Power grid:
Pins as bars on the die edge.
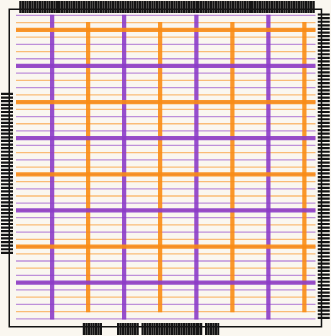
Cell classes on the final placement:
Scale bar: 20 µm.
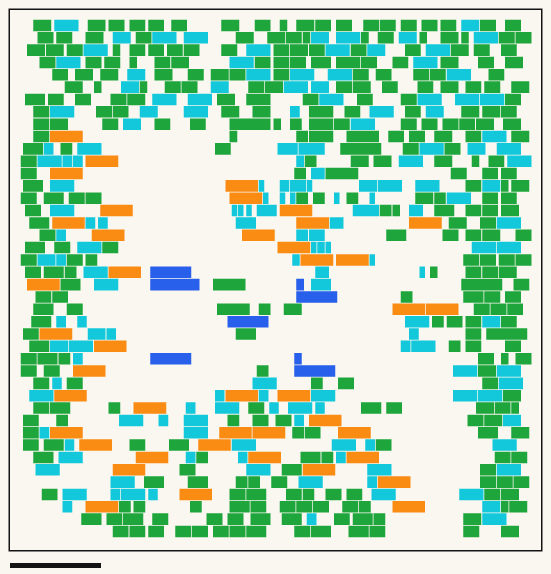
Clock distribution:
Scale bar: 20 µm.
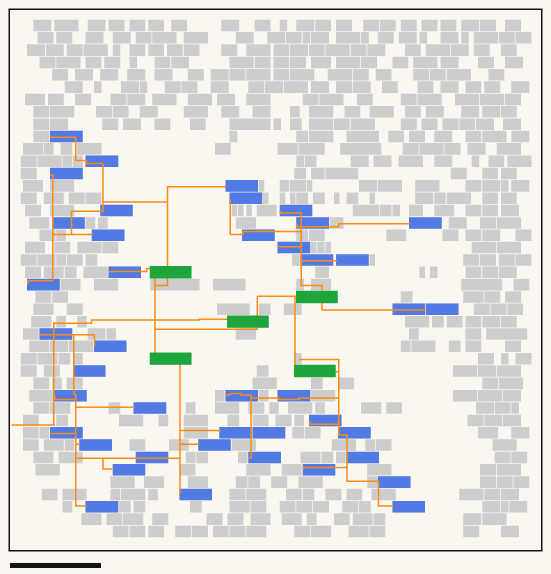
$ cat src/rtl/dmem_port_arbiter.sv
// rtl/dmem_port_arbiter.sv - shares the DataMemory port between the CPU memory stage and a debug requester
module dmem_port_arbiter #(
    parameter int         DBITS        = 32,
    parameter int         STARVE_LIMIT = 4,
    parameter int         DBG_BURST    = 8,
    parameter logic [3:0] IO_MASK_HI   = 4'hF
) (
    input  logic             clk,
    input  logic             reset,
    input  logic             cpu_req,
    input  logic             cpu_we,
    input  logic [DBITS-1:0] cpu_addr,
    input  logic [DBITS-1:0] cpu_wdata,
    output logic [DBITS-1:0] cpu_rdata,
    output logic             cpu_stall,
    input  logic             dbg_req,
    input  logic             dbg_we,
    input  logic [DBITS-1:0] dbg_addr,
    input  logic [DBITS-1:0] dbg_wdata,
    output logic             dbg_gnt,
    output logic [DBITS-1:0] dbg_rdata,
    output logic             dbg_rvalid,
    output logic             dbg_err,
    output logic             mem_wrtEn,
    output logic [DBITS-1:0] mem_addr,
    output logic [DBITS-1:0] mem_dIn,
    input  logic [DBITS-1:0] mem_dOut
);

    typedef enum logic {S_CPU = 1'b0, S_DBG = 1'b1} state_t;

    localparam int SW = $clog2(STARVE_LIMIT + 1);
    localparam int BW = $clog2(DBG_BURST + 1);

    state_t          state, state_next;
    logic [SW-1:0]   starve_cnt, starve_next;
    logic [BW-1:0]   burst_cnt, burst_next;
    logic            conflict;
    logic            cpu_won;
    logic            dbg_won;
    logic            blocked;

    assign conflict  = cpu_req & dbg_req;
    assign cpu_rdata = mem_dOut;

    // State, counters and registered debug response
    always_ff @(posedge clk) begin
        if (reset) begin
            state      <= S_CPU;
            starve_cnt <= '0;
            burst_cnt  <= '0;
            dbg_rdata  <= '0;
            dbg_rvalid <= 1'b0;
            dbg_err    <= 1'b0;
        end else begin
            state      <= state_next;
            starve_cnt <= starve_next;
            burst_cnt  <= burst_next;
            dbg_rvalid <= dbg_gnt & ~dbg_we;
            dbg_err    <= dbg_gnt & blocked;
            if (dbg_gnt && !dbg_we)
                dbg_rdata <= mem_dOut;
        end
    end

    // Starvation promotion into debug burst mode and bounded burst exit
    always_comb begin
        state_next  = state;
        starve_next = starve_cnt;
        burst_next  = burst_cnt;
        case (state)
            S_CPU: begin
                burst_next = '0;
                if (!conflict) begin
                    starve_next = '0;
                end else if (starve_cnt == SW'(STARVE_LIMIT - 1)) begin
                    state_next  = S_DBG;
                    starve_next = '0;
                end else begin
                    starve_next = starve_cnt + 1'b1;
                end
            end
            S_DBG: begin
                starve_next = '0;
                if (!dbg_req) begin
                    state_next = S_CPU;
                    burst_next = '0;
                end else if (dbg_gnt) begin
                    if (burst_cnt == BW'(DBG_BURST - 1)) begin
                        state_next = S_CPU;
                        burst_next = '0;
                    end else begin
                        burst_next = burst_cnt + 1'b1;
                    end
                end
            end
            default: begin
                state_next  = S_CPU;
                starve_next = '0;
                burst_next  = '0;
            end
        endcase
    end

    // Grant decode and memory port steering; handshakes forced quiet during reset
    always_comb begin
        if (state == S_DBG) begin
            dbg_won = dbg_req;
            cpu_won = cpu_req & ~dbg_req;
        end else begin
            cpu_won = cpu_req;
            dbg_won = dbg_req & ~cpu_req;
        end
        blocked   = dbg_won & dbg_we & (dbg_addr[DBITS-1 -: 4] == IO_MASK_HI);
        mem_addr  = dbg_won ? dbg_addr  : cpu_addr;
        mem_dIn   = dbg_won ? dbg_wdata : cpu_wdata;
        mem_wrtEn = cpu_won ? cpu_we : (dbg_won & dbg_we & ~blocked);
        cpu_stall = cpu_req & ~cpu_won;
        dbg_gnt   = dbg_req & dbg_won;
        if (reset) begin
            mem_wrtEn = 1'b0;
            cpu_stall = 1'b0;
            dbg_gnt   = 1'b0;
        end
    end

endmodule

$ cat config.mk
export PLATFORM = sky130hd
export DESIGN_NAME = dmem_port_arbiter
export DESIGN_NICKNAME = d
export VERILOG_FILES = /design/src/rtl/dmem_port_arbiter.sv
export SDC_FILE = /design/constraint.sdc
export NUM_CORES = 1
export LEC_CHECK = 0
export CAP_MARGIN = 20
export CORE_AREA = 2 2 115 117
export DETAILED_ROUTE_END_ITERATION = 16
export DIE_AREA = 0 0 117 119
export PLACE_DENSITY = 0.69
export SKIP_CTS_REPAIR_TIMING = 1
export SYNTH_ARGS = -nofsm -noshare
export SYNTH_HDL_FRONTEND = slang
export SYNTH_SLANG_ARGS = --single-unit
$ cat constraint.sdc
create_clock -name clk -period 2.3 [get_ports clk]
set_clock_uncertainty 0.05 [all_clocks]
set_input_delay 0.69 -clock clk [delete_from_list [all_inputs] [get_ports clk]]
set_output_delay 0.69 -clock clk [all_outputs]
set_load 0.01 [all_outputs]
==> changes_impl.md <==
## Implementation

* Number of warnings in the stage logs at 27
* Metal2 WL at 6970 µm
* Remaining antenna violation count at 0
* Vias post-DR at 3,007
* And-or/or-and share of the synthesized area at 1.59%
* Failing checks: negative setup slack
* Routed WL at 13,100 µm
* TritonRoute pass-1 iters at 4
* Flip-flops with a built-in enable at 0
* Clock root buffer master: sky130_fd_sc_hd__clkbuf_16
* Maximum ir drop on the vdd rail at 384 µV
* Met3 usage at 3.66%
* Sequential cell count at 42
* Vias in the first global route at 3,196
* Fmax at 0.397 GHz
* Logic area at 1780 µm²
* Origin of the worst min-delay path: starve_cnt[0]$_SDFF_PP0_
* Worst-path cell chain: buf_8 -> inv_4 -> o21ai_4 -> buf_8 -> buf_8 -> mux2_2 -> buf_6
* Met2 GRT Util at 31.6%
* Basic Gates by Area at 10.8%
* Flops out of synthesis at 42
* CP bufs+invs at 5
* WHS Path Cells at 1
* Mean cell area of the mapped netlist at 11.4 µm²
* Iteration-0 DRC Markers at 69
* Length in cells of the worst reg-to-reg path at 4
* Setup slack on the worst flop-to-flop path at 0.81 ns
* Largest net degree at the start of global routing at 31
* Routed wire length per instance at 17.8 µm
* Cell count after synthesis at 250
* Post-synth top cells: 67 x sky130_fd_sc_hd__mux2_2, 42 x sky130_fd_sc_hd__dfxtp_1, 33 x sky130_fd_sc_hd__buf_4
* Multi-input gate share of total cell area at 26.9%
* First-pass GRT wire length at 17,100 µm
* Setup crit end kind: output pin
* Wl on met1 at 5150 µm
* Number of warnings reported in the yosys synthesis log at 0
* Final antenna diode count at 2
* Die span in y at 119 µm
* Biggest area consumer among cell classes: non-clock buffers
* Top sig layer: met4
* Peak per-stage delay on the critical path at 0.35 ns
* Number of setup violations in the final report at 65
* Layout overhead on the synthesized area at 133%
* Placed Instance Area at 6020 µm²
* Main logic family after synthesis: multiplexers
* Inverters, non-clock at 5
* Layout Nets at 726
* Number of buffers other than clock buffers in the final layout at 347
* Reg-to-Reg End: dbg_rdata[9]$_SDFFE_PP0P_
* Data arrival time at the worst-slack endpoint at 1.78 ns
* Max Cap Violations at 0
* Detail Route met3 WL at 940 µm
* Status: finished, violations left
* Most common cell in the netlist: sky130_fd_sc_hd__mux2_2
* H-Tree Level Count at 2
* Multiplexer area fraction after synthesis at 41.9%
* Xor-xnor portion of the synthesized cell area at 0.617%
* Leakage at 0.00319 µW
* Worst path most repeated cell: sky130_fd_sc_hd__buf_8
* Well-Tap Cells at 176
* Flop share of the area at 12.7%
* Detailed Place HPWL at 10,200 µm
* Non-clock buffer area fraction after layout at 54.2%
* Unrepaired setup endpoints after global routing: true
* Path type of the worst min-delay path: flop to flop
* Floorplan Utilization at 22.0%
* Path type of the worst setup path: primary input to output pin
* Adders+Majority by Area at 1.32%
* TritonCTS clock tree: yes
* Worst Hold Slack at 0.373 ns
* Worst relative slew slack at 77.7%
* Count of filler cells inserted in the layout at 1,148
* Type of element launching the critical path: primary input
* Setup ws final at -0.217 ns
* Layout cells sized above 1 at 40.9%
* Maximum buffer depth of the clock tree at 2
* Fraction of met1 tracks used by global routing at 17.4%
* Clk slew on worst S/H paths at 0.06 ns
* Clk_buf instances at 5
* Number of pins exceeding their max-slew limit in the final report at 0
* Clock tree cell share of total cell area at 2.49%
* Final critical delay including setup and external delays at 2.52 ns
* Total clock buffers created by CTS at 5
* TritonCTS sink count at 42
Notes on 'power grid' above:
| color | net |
|---|---|
| orange | VDD |
| purple | VSS |
met5 straps: 8
met4 straps: 8

Notes on 'cell classes on the final placement' above:
| color | class | cells | share of their area |
|---|---|---|---|
| orange | flip-flops | 42 | 13% |
| green | other buffers and delay cells | 347 | 56% |
| blue | clock drivers and dummy loads | 8 | 2.6% |
| cyan | all other logic | 161 | 28% |
Final Core Density: 51.4%
area of the core: 12,900 µm²
number of standard-cell rows in the floorplan: 42

Notes on 'clock distribution' above:
[blue] flip-flops | count: 42
[green] cells driving clock nets | count: 5
[orange] clock wires | length: 673 µm
routed clock nets: 6

-- layout by cell type, fill, tap and decap left out, drive strengths merged, types with 2 or more instances in the layout --
cell / Yosys / layout
clkdlybuf4s50: 0 / 192
buf: 43 / 98
mux2: 96 / 96
dfxtp: 42 / 42
dlymetal6s2s: 0 / 37
nor2b: 32 / 32
clkbuf: 4 / 25
nor2: 7 / 7
inv: 5 / 5
nand2: 3 / 3
ha: 3 / 3
diode: 0 / 2
nor3: 2 / 2
xnor2: 2 / 2
clkinv: 0 / 2
-- how the worst max path moves through the flow --
| stage | from | end | slack (ns) | cells past startpoint |
|---|---|---|---|---|
| 6_report | cpu_req | mem_dIn[11] | -0.22 | 7 |
| 2_1_floorplan | cpu_req | mem_dIn[0] | 0.01 | 5 |
| 4_1_cts | cpu_req | mem_addr[3] | -1.03 | 6 |
| 3_3_place_gp | cpu_req | mem_addr[3] | -1.02 | 6 |
| 3_5_place_dp | cpu_req | mem_addr[3] | -1.03 | 6 |
| 5_1_grt | cpu_req | mem_dIn[11] | -0.25 | 7 |
-- flip-flops by register name, indices dropped and copies added (netlist names) --
register,cells
state,1
dbg_err,1
dbg_rvalid,1
starve_cnt,3
dbg_rdata,32
burst_cnt,4
-- through the flow --
| stage | std cells | worst slack, ns | power [µW] | TNS, ns |
|---|---|---|---|---|
| 6_report | 736 | -0.217 | 2570 | -11.81 |
| 3_3_place_gp | 717 | -1.02 | 1690 | -71.39 |
| 4_1_cts | 725 | -1.03 | 2520 | -70.07 |
| 2_1_floorplan | 250 | 0.0120 | 1090 | 0 |
| 5_1_grt | 736 | -0.247 | 2670 | -13.60 |
| 3_5_place_dp | 717 | -1.03 | 1700 | -72.44 |
-- power breakdown --
part	total, µW	switching [µW]	internal [µW]
Combinational	1010	323	686
Clock	804	295	509
Sequential	760	10.9	749
No activity file was given, so power comes from the tool's default toggle rates.
